==> config.mk <==
export PLATFORM = sky130hd
export DESIGN_NAME = cp0_int_timer
export DESIGN_NICKNAME = d
export VERILOG_FILES = /design/src/rtl/cp0_pkg.sv /design/src/rtl/cp0_sync_bus.sv /design/src/rtl/cp0_int_timer.sv
export SDC_FILE = /design/constraint.sdc
export NUM_CORES = 1
export LEC_CHECK = 0
export CORE_MARGIN = 2
export CORE_UTILIZATION = 47
export DETAILED_ROUTE_END_ITERATION = 8
export GPL_TIMING_DRIVEN = 0
export PLACE_DENSITY = 0.84
export SKIP_CTS_REPAIR_TIMING = 1
export SKIP_LAST_GASP = 1
export SLEW_MARGIN = 20
export SYNTH_ARGS = -nofsm -noshare
export SYNTH_HDL_FRONTEND = slang
export SYNTH_HIERARCHICAL = 1
export SYNTH_SLANG_ARGS = --single-unit
==> constraint.sdc <==
create_clock -name clk -period 6.89 [get_ports clk]
set_input_delay 1.378 -clock clk [delete_from_list [all_inputs] [get_ports clk]]
set_output_delay 1.378 -clock clk [all_outputs]
set_load 0.02 [all_outputs]
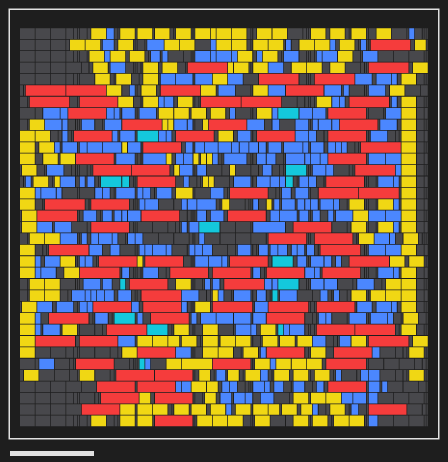
**Above:** cell classes on the final placement.
Scale bar: 20 um. Fill, decap, tap and diode cells in gray.
Yellow marks remaining buffers and delay cells, cells 213. Blue marks remaining logic cells, cells 310. Red marks registers, cells 88. Cyan marks clock drivers and dummy loads, cells 15.
std cell rows: 35
Final Cell Area: 6700 um2

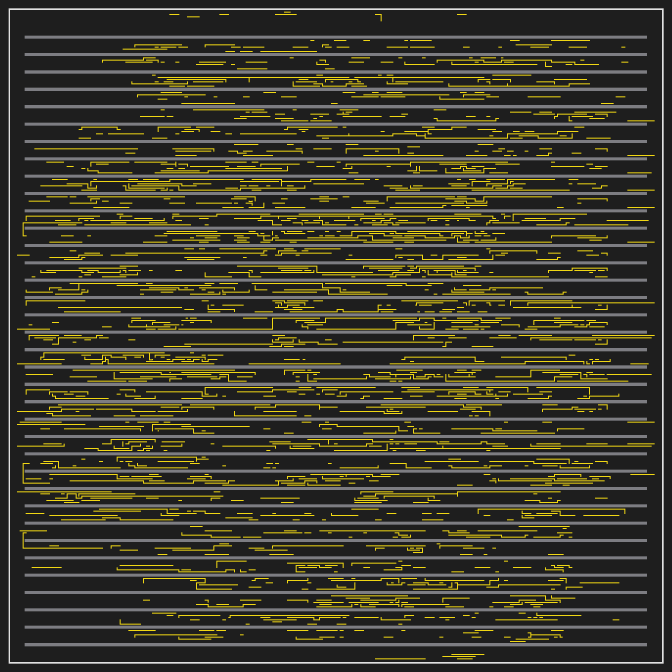
**Above:** met1 routing.
Supply wires on this layer in gray.
The layer carries 5320 um of wire. The wires run mostly horizontal. The longest straight run is 36.3 um. 630 nets have wire on it. The layer holds 42% of the routed length.
global-route met1 utilization: 32.0%
via count: 3932
Routed WL: 12700 um

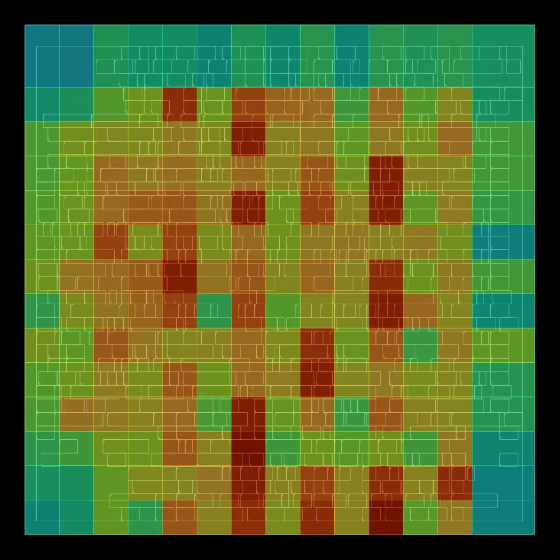
**Above:** congestion heat map.
final core utilization: 72.1%
met2 Usage GRT: 42.5%

==> results.txt <==
flow finished, numbers: status finished, final reports clean, area fraction in mux cells 15.7%, GRT busiest layer met2, fin cells 755, Core Footprint 9280 um2, Die ar. 10400 um2, Post-synth EDFFs 0, Port Buf Inserts 183, Max Fclk 205 MHz, internal power 0.855 mW, most frequent cells after synthesis dfrtp_1, nand2_1, nor2_1, mux2_2, combinational power share 24.5%, sw power 0.378 mW, Layout area overhead 47.8%, syn_area_per_cell 10.6 um2, DRC 0, XOR-XNOR Cells, Area Fraction 6.57%, Reg2Reg Setup Slack 4430 ps, most numerous logic cell after layout clkdlybuf4s50_1, yosys stat cell total 427, chip area estimate from yosys synthesis 4530 um2, Worst-path clk slew 80 ps, Nets 698, Routed Antenna Nets 0, synthesized net count 503, Top Layer Used met4, GRT Total Usage 24.9%, drt first pass iters 5, CTS buffer count 9, Non-clock buffer share 29.9%, Synth cell types 47, diode count 0, unrepaired setup endpoints after global routing false, WL/cell 16.8 um, cell taking the most area after synthesis dfrtp_1, clk pwr 0.296 mW, wire length on met2 6550 um, leakage 2.61 nW, dominant power group sequential cells, final slew viol count 0, largest class registers, CP delay by family, top buffers and inverters, CP max-delay cell clkdlybuf4s50_1, Power Total 1.23 mW, met3 Resource Use GR 3.83%, Pre-Place Util 48.8%, dominant logic cell types in the final layout clkdlybuf4s50_1, dfrtp_1, nand2_1, Dominant combinational family simple AND/OR/NAND/NOR gates, fill count 699, CTS tree yes, Inst Count DP 740, Seq cells post-synth 88, Worst EP arrival 3490 ps, Clock-cell share 2.22%, IO Pins 186, clk_buf instances 13, Min Clock Period, post-route 4870 ps, post-synthesis cell count 427, worst-skew pair later-pin latency 340 ps, Reg area 2240 um2, Switching Fraction 30.6%, type of the tightest min-delay check flop to flop, Signal buffers 213, Die Wd 102 um, AND/OR/NAND/NOR Cells, Area Fraction 18.0%, CP Capture Type output port, sequential share of power 51.5%
Power and IR drop assume default switching activity.
